<file path="src/rtl/riscv_uc_pkg.sv">
// Shared definitions for the RV64I multicycle control unit: opcodes, FSM states,
// register-file write-back source codes and small state helpers.
package riscv_uc_pkg;

    localparam logic [6:0] OP_R      = 7'b0110011;
    localparam logic [6:0] OP_R32    = 7'b0111011;
    localparam logic [6:0] OP_I      = 7'b0010011;
    localparam logic [6:0] OP_I32    = 7'b0011011;
    localparam logic [6:0] OP_LUI    = 7'b0110111;
    localparam logic [6:0] OP_LOAD   = 7'b0000011;
    localparam logic [6:0] OP_STORE  = 7'b0100011;
    localparam logic [6:0] OP_BRANCH = 7'b1100011;
    localparam logic [6:0] OP_JAL    = 7'b1101111;
    localparam logic [6:0] OP_JALR   = 7'b1100111;
    localparam logic [6:0] OP_AUIPC  = 7'b0010111;

    localparam logic [1:0] RF_SEL_DATA  = 2'b00;
    localparam logic [1:0] RF_SEL_ULA   = 2'b01;
    localparam logic [1:0] RF_SEL_PC4   = 2'b10;
    localparam logic [1:0] RF_SEL_PCADD = 2'b11;

    typedef enum logic [3:0] {
        FETCH    = 4'd0,
        DECODE   = 4'd1,
        EXEC_ALU = 4'd2,
        AUIPC    = 4'd3,
        MEM_LD   = 4'd4,
        MEM_ST   = 4'd5,
        BRANCH   = 4'd6,
        JAL      = 4'd7,
        JALR     = 4'd8,
        HALT     = 4'd9
    } uc_state_e;

    // States that hold a request on the unified memory and wait for mem_ready.
    function automatic logic is_mem_state(input uc_state_e state);
        return (state == FETCH) || (state == MEM_LD) || (state == MEM_ST);
    endfunction

endpackage

</file>
<file path="src/rtl/multicycle_control_unit_if.sv">
// Unified-memory request/ready handshake between the control unit and the memory.
interface multicycle_control_unit_if;
    logic mem_req;
    logic mem_we;
    logic mem_ready;

    modport master (output mem_req, output mem_we, input mem_ready);
    modport slave  (input mem_req, input mem_we, output mem_ready);
endinterface

</file>
<file path="src/rtl/uc_opcode_decoder.sv">
// Classifies the IR opcode into the execute/memory state that follows DECODE.
module uc_opcode_decoder
    import riscv_uc_pkg::*;
(
    input  logic [6:0] opcode,
    output uc_state_e  next_state,
    output logic       alu_imm,
    output logic       illegal
);

    // Opcode classification; unknown encodings are flagged and steer to HALT
    always_comb begin
        next_state = HALT;
        alu_imm    = 1'b0;
        illegal    = 1'b0;
        case (opcode)
            OP_R, OP_R32: next_state = EXEC_ALU;
            OP_I, OP_I32, OP_LUI: begin
                next_state = EXEC_ALU;
                alu_imm    = 1'b1;
            end
            OP_LOAD:   next_state = MEM_LD;
            OP_STORE:  next_state = MEM_ST;
            OP_BRANCH: next_state = BRANCH;
            OP_JAL:    next_state = JAL;
            OP_JALR:   next_state = JALR;
            OP_AUIPC:  next_state = AUIPC;
            default: begin
                next_state = HALT;
                illegal    = 1'b1;
            end
        endcase
    end

endmodule

</file>
<file path="src/rtl/multicycle_control_unit.sv">
// Multicycle RV64I control FSM: fetch/decode/execute sequencing over a ready-handshaked
// memory, memory wait timeout, retired-instruction counter and sticky halt status.
module multicycle_control_unit
    import riscv_uc_pkg::*;
#(
    parameter int CNT_WIDTH   = 32,
    parameter int MEM_TIMEOUT = 255
)
(
    input  logic                      CLK,
    input  logic                      reset,
    input  logic [6:0]                opcode,
    multicycle_control_unit_if.master mem,
    output logic                      WE_RF,
    output logic [1:0]                RF_din_sel,
    output logic                      ULA_din2_sel,
    output logic                      addr_sel,
    output logic                      load_pc,
    output logic                      load_ir,
    output logic                      pc_next_sel,
    output logic                      pc_adder_sel,
    output logic                      halted,
    output logic                      bus_error,
    output logic [CNT_WIDTH-1:0]      retired
);

    localparam int              WAIT_W    = $clog2(MEM_TIMEOUT + 1);
    localparam logic [WAIT_W-1:0] TIMEOUT_C = WAIT_W'(MEM_TIMEOUT);

    uc_state_e              state_r;
    uc_state_e              state_next_s;
    uc_state_e              dec_state_s;
    logic                   dec_alu_imm_s;
    logic                   dec_illegal_s;
    logic                   timeout_s;
    logic [WAIT_W-1:0]      wait_cnt_r;
    logic [CNT_WIDTH-1:0]   retired_r;
    logic                   halted_r;
    logic                   bus_error_r;

    logic                   mem_req_s;
    logic                   mem_we_s;
    logic                   we_rf_s;
    logic [1:0]             rf_din_sel_s;
    logic                   ula_din2_sel_s;
    logic                   addr_sel_s;
    logic                   load_pc_s;
    logic                   load_ir_s;
    logic                   pc_next_sel_s;
    logic                   pc_adder_sel_s;

    uc_opcode_decoder u_decoder (
        .opcode     (opcode),
        .next_state (dec_state_s),
        .alu_imm    (dec_alu_imm_s),
        .illegal    (dec_illegal_s)
    );

    // Next-state logic; a ready on the timeout cycle still completes normally
    always_comb begin
        state_next_s = state_r;
        timeout_s    = 1'b0;
        case (state_r)
            FETCH, MEM_LD, MEM_ST: begin
                if (mem.mem_ready) begin
                    state_next_s = (state_r == FETCH) ? DECODE : FETCH;
                end else if (wait_cnt_r == TIMEOUT_C) begin
                    state_next_s = HALT;
                    timeout_s    = 1'b1;
                end else begin
                    state_next_s = state_r;
                end
            end
            DECODE: begin
                if (dec_illegal_s) begin
                    state_next_s = HALT;
                end else begin
                    state_next_s = dec_state_s;
                end
            end
            EXEC_ALU, AUIPC, BRANCH, JAL, JALR: state_next_s = FETCH;
            HALT:    state_next_s = HALT;
            default: state_next_s = HALT;
        endcase
    end

    // State-decoded strobes; all forced low while reset is asserted
    always_comb begin
        mem_req_s      = 1'b0;
        mem_we_s       = 1'b0;
        we_rf_s        = 1'b0;
        rf_din_sel_s   = RF_SEL_DATA;
        ula_din2_sel_s = 1'b0;
        addr_sel_s     = 1'b0;
        load_pc_s      = 1'b0;
        load_ir_s      = 1'b0;
        pc_next_sel_s  = 1'b0;
        pc_adder_sel_s = 1'b0;
        if (reset) begin
            mem_req_s = 1'b0;
        end else begin
            case (state_r)
                FETCH: begin
                    mem_req_s  = 1'b1;
                    addr_sel_s = 1'b1;
                    load_ir_s  = mem.mem_ready;
                end
                EXEC_ALU: begin
                    we_rf_s        = 1'b1;
                    rf_din_sel_s   = RF_SEL_ULA;
                    ula_din2_sel_s = dec_alu_imm_s;
                    load_pc_s      = 1'b1;
                end
                AUIPC: begin
                    we_rf_s      = 1'b1;
                    rf_din_sel_s = RF_SEL_PCADD;
                    load_pc_s    = 1'b1;
                end
                MEM_LD: begin
                    mem_req_s      = 1'b1;
                    ula_din2_sel_s = 1'b1;
                    we_rf_s        = mem.mem_ready;
                    rf_din_sel_s   = RF_SEL_DATA;
                    load_pc_s      = mem.mem_ready;
                end
                MEM_ST: begin
                    mem_req_s      = 1'b1;
                    mem_we_s       = 1'b1;
                    ula_din2_sel_s = 1'b1;
                    load_pc_s      = mem.mem_ready;
                end
                BRANCH: begin
                    load_pc_s     = 1'b1;
                    pc_next_sel_s = 1'b1;
                end
                JAL, JALR: begin
                    we_rf_s        = 1'b1;
                    rf_din_sel_s   = RF_SEL_PC4;
                    load_pc_s      = 1'b1;
                    pc_next_sel_s  = 1'b1;
                    pc_adder_sel_s = (state_r == JALR);
                end
                DECODE:  mem_req_s = 1'b0;
                HALT:    mem_req_s = 1'b0;
                default: mem_req_s = 1'b0;
            endcase
        end
    end

    // State, memory wait counter, retired counter and sticky halt status
    always_ff @(posedge CLK) begin
        if (reset) begin
            state_r     <= FETCH;
            wait_cnt_r  <= {WAIT_W{1'b0}};
            retired_r   <= {CNT_WIDTH{1'b0}};
            halted_r    <= 1'b0;
            bus_error_r <= 1'b0;
        end else begin
            state_r <= state_next_s;
            if (state_next_s != state_r) begin
                wait_cnt_r <= {WAIT_W{1'b0}};
            end else if (is_mem_state(state_r) && !mem.mem_ready) begin
                wait_cnt_r <= wait_cnt_r + WAIT_W'(1'b1);
            end else begin
                wait_cnt_r <= wait_cnt_r;
            end
            if (load_pc_s) begin
                retired_r <= retired_r + CNT_WIDTH'(1'b1);
            end
            if (state_next_s == HALT) begin
                halted_r <= 1'b1;
            end
            if (timeout_s) begin
                bus_error_r <= 1'b1;
            end
        end
    end

    assign mem.mem_req   = mem_req_s;
    assign mem.mem_we    = mem_we_s;
    assign WE_RF         = we_rf_s;
    assign RF_din_sel    = rf_din_sel_s;
    assign ULA_din2_sel  = ula_din2_sel_s;
    assign addr_sel      = addr_sel_s;
    assign load_pc       = load_pc_s;
    assign load_ir       = load_ir_s;
    assign pc_next_sel   = pc_next_sel_s;
    assign pc_adder_sel  = pc_adder_sel_s;
    assign halted        = halted_r;
    assign bus_error     = bus_error_r;
    assign retired       = retired_r;

endmodule

</file>
<file path="src/flat_wrapper.sv">
// flat-port wrapper written by rule: the top's interface ports become plain ports
module multicycle_control_unit_flat import riscv_uc_pkg::*;
#(
    parameter int CNT_WIDTH   = 32,
    parameter int MEM_TIMEOUT = 255
)
  (CLK, reset, opcode, WE_RF, RF_din_sel, ULA_din2_sel, addr_sel, load_pc, load_ir, pc_next_sel, pc_adder_sel, halted, bus_error, retired, mem_mem_req, mem_mem_we, mem_mem_ready);
  multicycle_control_unit_if mem_i ();
  input  logic CLK;
  input  logic reset;
  input  logic [6:0] opcode;
  output logic WE_RF;
  output logic [1:0] RF_din_sel;
  output logic ULA_din2_sel;
  output logic addr_sel;
  output logic load_pc;
  output logic load_ir;
  output logic pc_next_sel;
  output logic pc_adder_sel;
  output logic halted;
  output logic bus_error;
  output logic [CNT_WIDTH-1:0] retired;
  output wire logic [$bits(mem_i.mem_req)-1:0] mem_mem_req;
  output wire logic [$bits(mem_i.mem_we)-1:0] mem_mem_we;
  input wire logic [$bits(mem_i.mem_ready)-1:0] mem_mem_ready;
  assign mem_mem_req = mem_i.mem_req;
  assign mem_mem_we = mem_i.mem_we;
  assign mem_i.mem_ready = mem_mem_ready;
  multicycle_control_unit #(.CNT_WIDTH(CNT_WIDTH), .MEM_TIMEOUT(MEM_TIMEOUT)) u_core (.CLK(CLK), .reset(reset), .opcode(opcode), .mem(mem_i), .WE_RF(WE_RF), .RF_din_sel(RF_din_sel), .ULA_din2_sel(ULA_din2_sel), .addr_sel(addr_sel), .load_pc(load_pc), .load_ir(load_ir), .pc_next_sel(pc_next_sel), .pc_adder_sel(pc_adder_sel), .halted(halted), .bus_error(bus_error), .retired(retired));
endmodule
</file>
<file path="config.mk">
export PLATFORM = sky130hd
export DESIGN_NAME = multicycle_control_unit_flat
export DESIGN_NICKNAME = d
export VERILOG_FILES = /design/src/rtl/riscv_uc_pkg.sv /design/src/rtl/multicycle_control_unit_if.sv /design/src/rtl/uc_opcode_decoder.sv /design/src/rtl/multicycle_control_unit.sv /design/src/flat_wrapper.sv
export SDC_FILE = /design/constraint.sdc
export NUM_CORES = 1
export LEC_CHECK = 0
export CAP_MARGIN = 20
export CORE_MARGIN = 2
export CORE_UTILIZATION = 55
export DETAILED_ROUTE_END_ITERATION = 8
export PLACE_DENSITY = 0.94
export SYNTH_ARGS = -nofsm -noshare
export SYNTH_HDL_FRONTEND = slang
export SYNTH_SLANG_ARGS = --single-unit
</file>
<file path="constraint.sdc">
create_clock -name CLK -period 3.7 [get_ports CLK]
set_input_delay 0.74 -clock CLK [delete_from_list [all_inputs] [get_ports CLK]]
set_output_delay 0.74 -clock CLK [all_outputs]
set_load 0.03 [all_outputs]
</file>
**Placement by cell class**

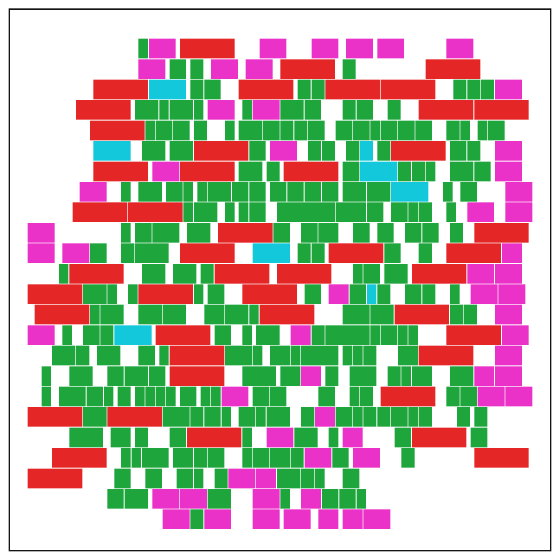
remaining buffers and delay cells: drawn in magenta, cells 58, share of their area 18%. registers: drawn in red, cells 46, share of their area 30%. remaining logic cells: drawn in green, cells 248, share of their area 49%. clock drivers and dummy loads: drawn in cyan, cells 8, share of their area 3.0%.

**Signal metal coverage by tile**

Bar = 20 µm. The die is cut into 14 by 14 equal tiles; dark blue is low, red is high, scaled to the fullest tile. Values are wire area over tile area, all layers added.
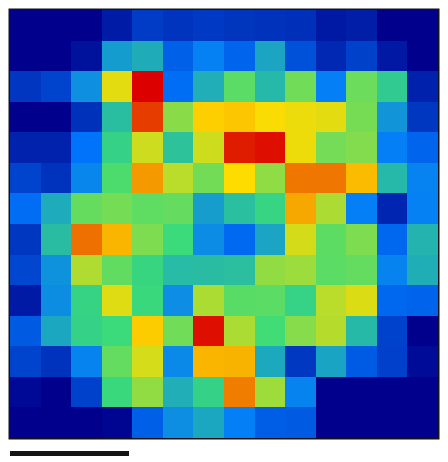
13% of the tiles are nearly empty. The mean over all tiles is 0.18. The emptiest ninth of the die: south-east. 34% of the tiles are over half the peak. The fullest tile reaches 0.49.

**Sequential cells grouped by signal name**

Bar = 20 µm. Other sequential cells in the stronger grey, the rest of the logic in the fainter grey.
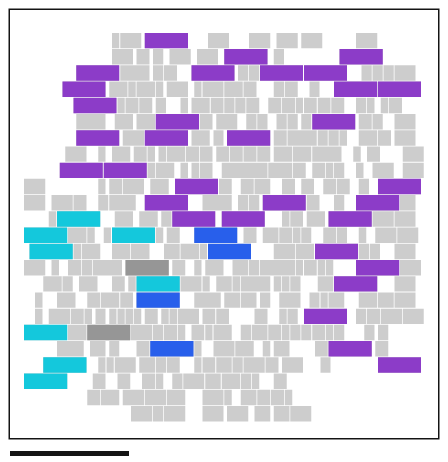
u_core.state_r: drawn in blue, placed flops 4. u_core.wait_cnt_r: drawn in cyan, placed flops 8. u_core.retired: drawn in purple, placed flops 32.
Another 2 sequential cells are not coloured.
final design utilization: 0.716
combined flip-flop and latch cell area: 921 µm²
sequential-cell power consumption: 0.517 mW
fraction of area in registers: 0.293

==> Table 3: Implementation characteristics <==
Physical implementation characteristics

Parameter                              Value

Status
  Result of the run    complete, no violations

Floorplan
  Number of I/O pins    55
  Die boundary height    71.8 µm
  Die width    71.8 µm
  Area of the die    5150 µm²

Clocking
  CTS H-Tree Depth    2
  Number of hold buffers added after cts    0
  CTS resizes    0
  Post-CTS clock slew at the launch and capture registers of the worst setup and hold paths    80 ps
  CTS tree    done
  Worst-case clock buffer depth    2
  # clock sinks    46
  Insertion delay of the later-clocked pin in the worst-skew pair    300 ps

Place
  Buffers on Ports    54
  Cell Area, Placed    3050 µm²
  Final HPWL from detailed placement    4260 µm
  Final GP Congestion    0.835
  Number of placed instances, taps included    404
  Worst slack, placed    687 ps

Routing
  Top Metal Used    met4
  Via/cell ratio    5.92
  Met3 WL post-DR    291 µm
  Initial detailed-routing violation count    179
  Detail Route met2 WL    2930 µm
  Drt first pass iters    4
  Number of nets still failing antenna checks after routing    0

Synth
  Number of distinct standard cells referenced by the synthesized netlist    43
  Average instance area after synthesis    8.07 µm²
  Post-synthesis cell count    313
  Part of the Yosys area used for sequential elements    0.365
  Number of standard cells reported by yosys    313
  Number of enable flip-flop cells    0
  Dominant synthesized flop cell    sky130_fd_sc_hd__dfxtp_1
  Synthesis Warnings    0
  Post-synthesis sequential element count    46
  Chip area from the yosys synthesis statistics    2530 µm²
  Top-area cell share    0.365
  Most area-consuming cells after synthesis    sky130_fd_sc_hd__dfxtp_1, sky130_fd_sc_hd__xor2_1, sky130_fd_sc_hd__nor2_1

Layout
  Final instance count without filler cells    412
  Ant. Diodes    0
  Number of nets in the final layout    371
  Fin area    3140 µm²
  Count of fill cells added during filler insertion    349
  Most instantiated logic cell after routing    sky130_fd_sc_hd__clkdlybuf4s50_1

Power and ir drop
  PwrDens    318 nW/µm²
  Peak ir drop on the vdd network    0.000274 V

STA
  Final clock skew    6.83 ps
  Tcrit/Tclk final    0.815
  Worst Slack Setup Final    684 ps
  Final setup violating endpoints    0
  Post-route worst hold slack    502 ps
  Sum of negative setup slack    0 ps
  Count of pins over their slew limit    0
  Unrepaired setup endpoints after global routing    false
  Post-layout minimum cycle time    3020 ps
  FMAX    332 MHz

Flow run
  Max-cap violations    0
  Tool warnings    26

Min path
  Worst Min Path Start    u_core.retired[23]$_SDFFE_PP0P_

GRT
  Largest net degree at the start of global routing    27
  Number of global-route vias before repair    2,231
  GRT Residual Overflow    0

Setup path
  Worst setup SP type    primary input
  Worst EP required    2960 ps
  Destination of the worst register-to-register timing path    u_core.retired[17]$_SDFFE_PP0P_
  Data arrival time of the critical path    2280 ps
  Startpoint-to-endpoint class of the critical path    primary input to output pin
  Peak fanout along the critical path    3
  Crit path capture type    output pin
  Minimum setup slack among reg-to-reg paths    1390 ps
  Startpoint of the worst register-to-register path    u_core.state_r[0]$_SDFF_PP0_
**Signal wires by layer**

Bar = 20 µm.
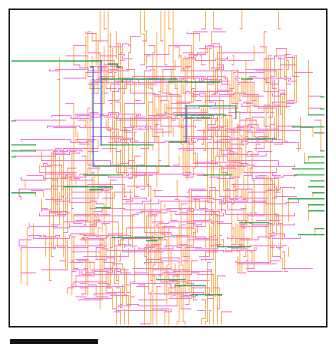
M4: drawn in blue, wire length 49.6 µm. M2: drawn in orange, wire length 2,930 µm. M3: drawn in green, wire length 291 µm. M1: drawn in magenta, wire length 2,610 µm.
Global Route Usage Sum: 0.233
Routed wire per std cell: 14.3 µm
via count: 2,441
sum of routed wire length over all layers: 5880 µm

**Congestion heat map**

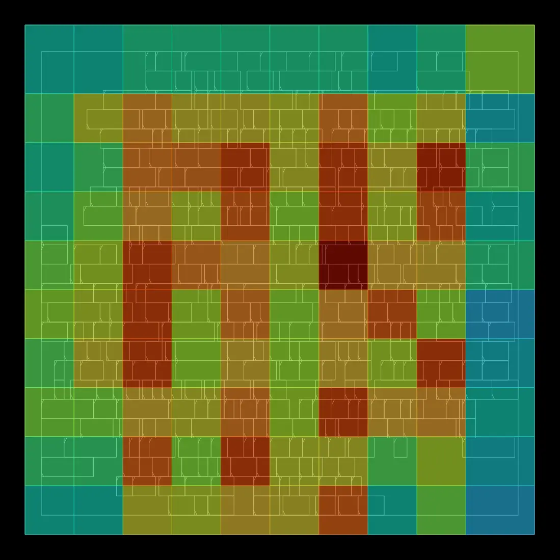
Top Usage Layer GRT: met2
GR Layer Usage met1: 0.291
met2 track utilization from global routing: 0.409
GR Layer Usage met3: 0.0408

power by group:
| part | internal [mW] | switching, mW | leakage (nW) |
|---|---|---|---|
| logic | 0.0678 | 0.100 | 0.712 |
| registers | 0.504 | 0.0132 | 0.371 |
| clock network | 0.151 | 0.162 | 0.0482 |
| total | 0.722 | 0.275 | 1.13 |
worst max path at each step:
stage / from / to / cells after the start
2_1_floorplan: opcode[3] / ULA_din2_sel / 5
3_5_place_dp: reset / load_ir / 5
3_3_place_gp: reset / load_ir / 5
5_1_grt: reset / load_ir / 5
4_1_cts: reset / load_ir / 5
6_report: reset / load_ir / 5
cell families (layout without fill, tap and decap cells):
| kind of cell | after synthesis | count (layout) | synth area share |
|---|---|---|---|
| mux | 7 | 7 | 0.0282 |
| buf+inv | 21 | 68 | 0.0416 |
| simple gates | 160 | 160 | 0.353 |
| fa+ha+maj | 2 | 2 | 0.00990 |
| flops | 46 | 46 | 0.365 |
| compound gates | 54 | 54 | 0.123 |
| xor+xnor | 23 | 23 | 0.0797 |
final cells by class:
class	instances	area, µm²	area share
multi-input cells	246	1500	0.478
flip-flops and latches	46	921	0.293
repair buffers	58	553	0.176
clock buffers	7	86.3	0.0275
well taps	52	65.1	0.0207
inverters	2	7.51	0.00239
clock inverters	1	5.00	0.00159
synthesized netlist by cell type (2+ instances only):
cell type,instances
sky130_fd_sc_hd__xnor2_1,4
sky130_fd_sc_hd__buf_6,3
sky130_fd_sc_hd__o31ai_1,3
sky130_fd_sc_hd__nor2b_1,7
sky130_fd_sc_hd__nand2_1,20
sky130_fd_sc_hd__nand2b_1,3
sky130_fd_sc_hd__o21ai_0,20
sky130_fd_sc_hd__nor4_1,3
sky130_fd_sc_hd__a21oi_1,22
sky130_fd_sc_hd__mux2i_1,6
sky130_fd_sc_hd__or3_1,14
sky130_fd_sc_hd__nor2_1,40
sky130_fd_sc_hd__and3_1,16
sky130_fd_sc_hd__and4_1,5
sky130_fd_sc_hd__xor2_1,19
sky130_fd_sc_hd__nand4b_1,2
sky130_fd_sc_hd__a31oi_1,2
sky130_fd_sc_hd__buf_2,3
sky130_fd_sc_hd__nand4_1,17
sky130_fd_sc_hd__ha_1,2
sky130_fd_sc_hd__and2_1,9
sky130_fd_sc_hd__inv_1,2
sky130_fd_sc_hd__nor3_1,3
sky130_fd_sc_hd__nand3_1,11
sky130_fd_sc_hd__nand3b_1,3
sky130_fd_sc_hd__dfxtp_1,46
sky130_fd_sc_hd__clkbuf_1,12
critical path, stage by stage:
cell and delay, ps:
sky130_fd_sc_hd__clkdlybuf4s50_1 420, sky130_fd_sc_hd__nor2_1 140, sky130_fd_sc_hd__and3_1 190, sky130_fd_sc_hd__and2_1 120, sky130_fd_sc_hd__clkdlybuf4s50_1 670
layer usage:
metal,global-route usage,up-vias
met1,0.291,1156
met3,0.0408,6
met2,0.409,71
met4,0.0692,0
li1,-,1208
met5,0,-
registers in the layout, indices dropped and copies added (netlist names):
name               count
u_core.retired        32
u_core.wait_cnt_r      8
u_core.state_r         4
u_core.bus_error       1
u_core.halted          1
Power and IR drop assume default switching activity.
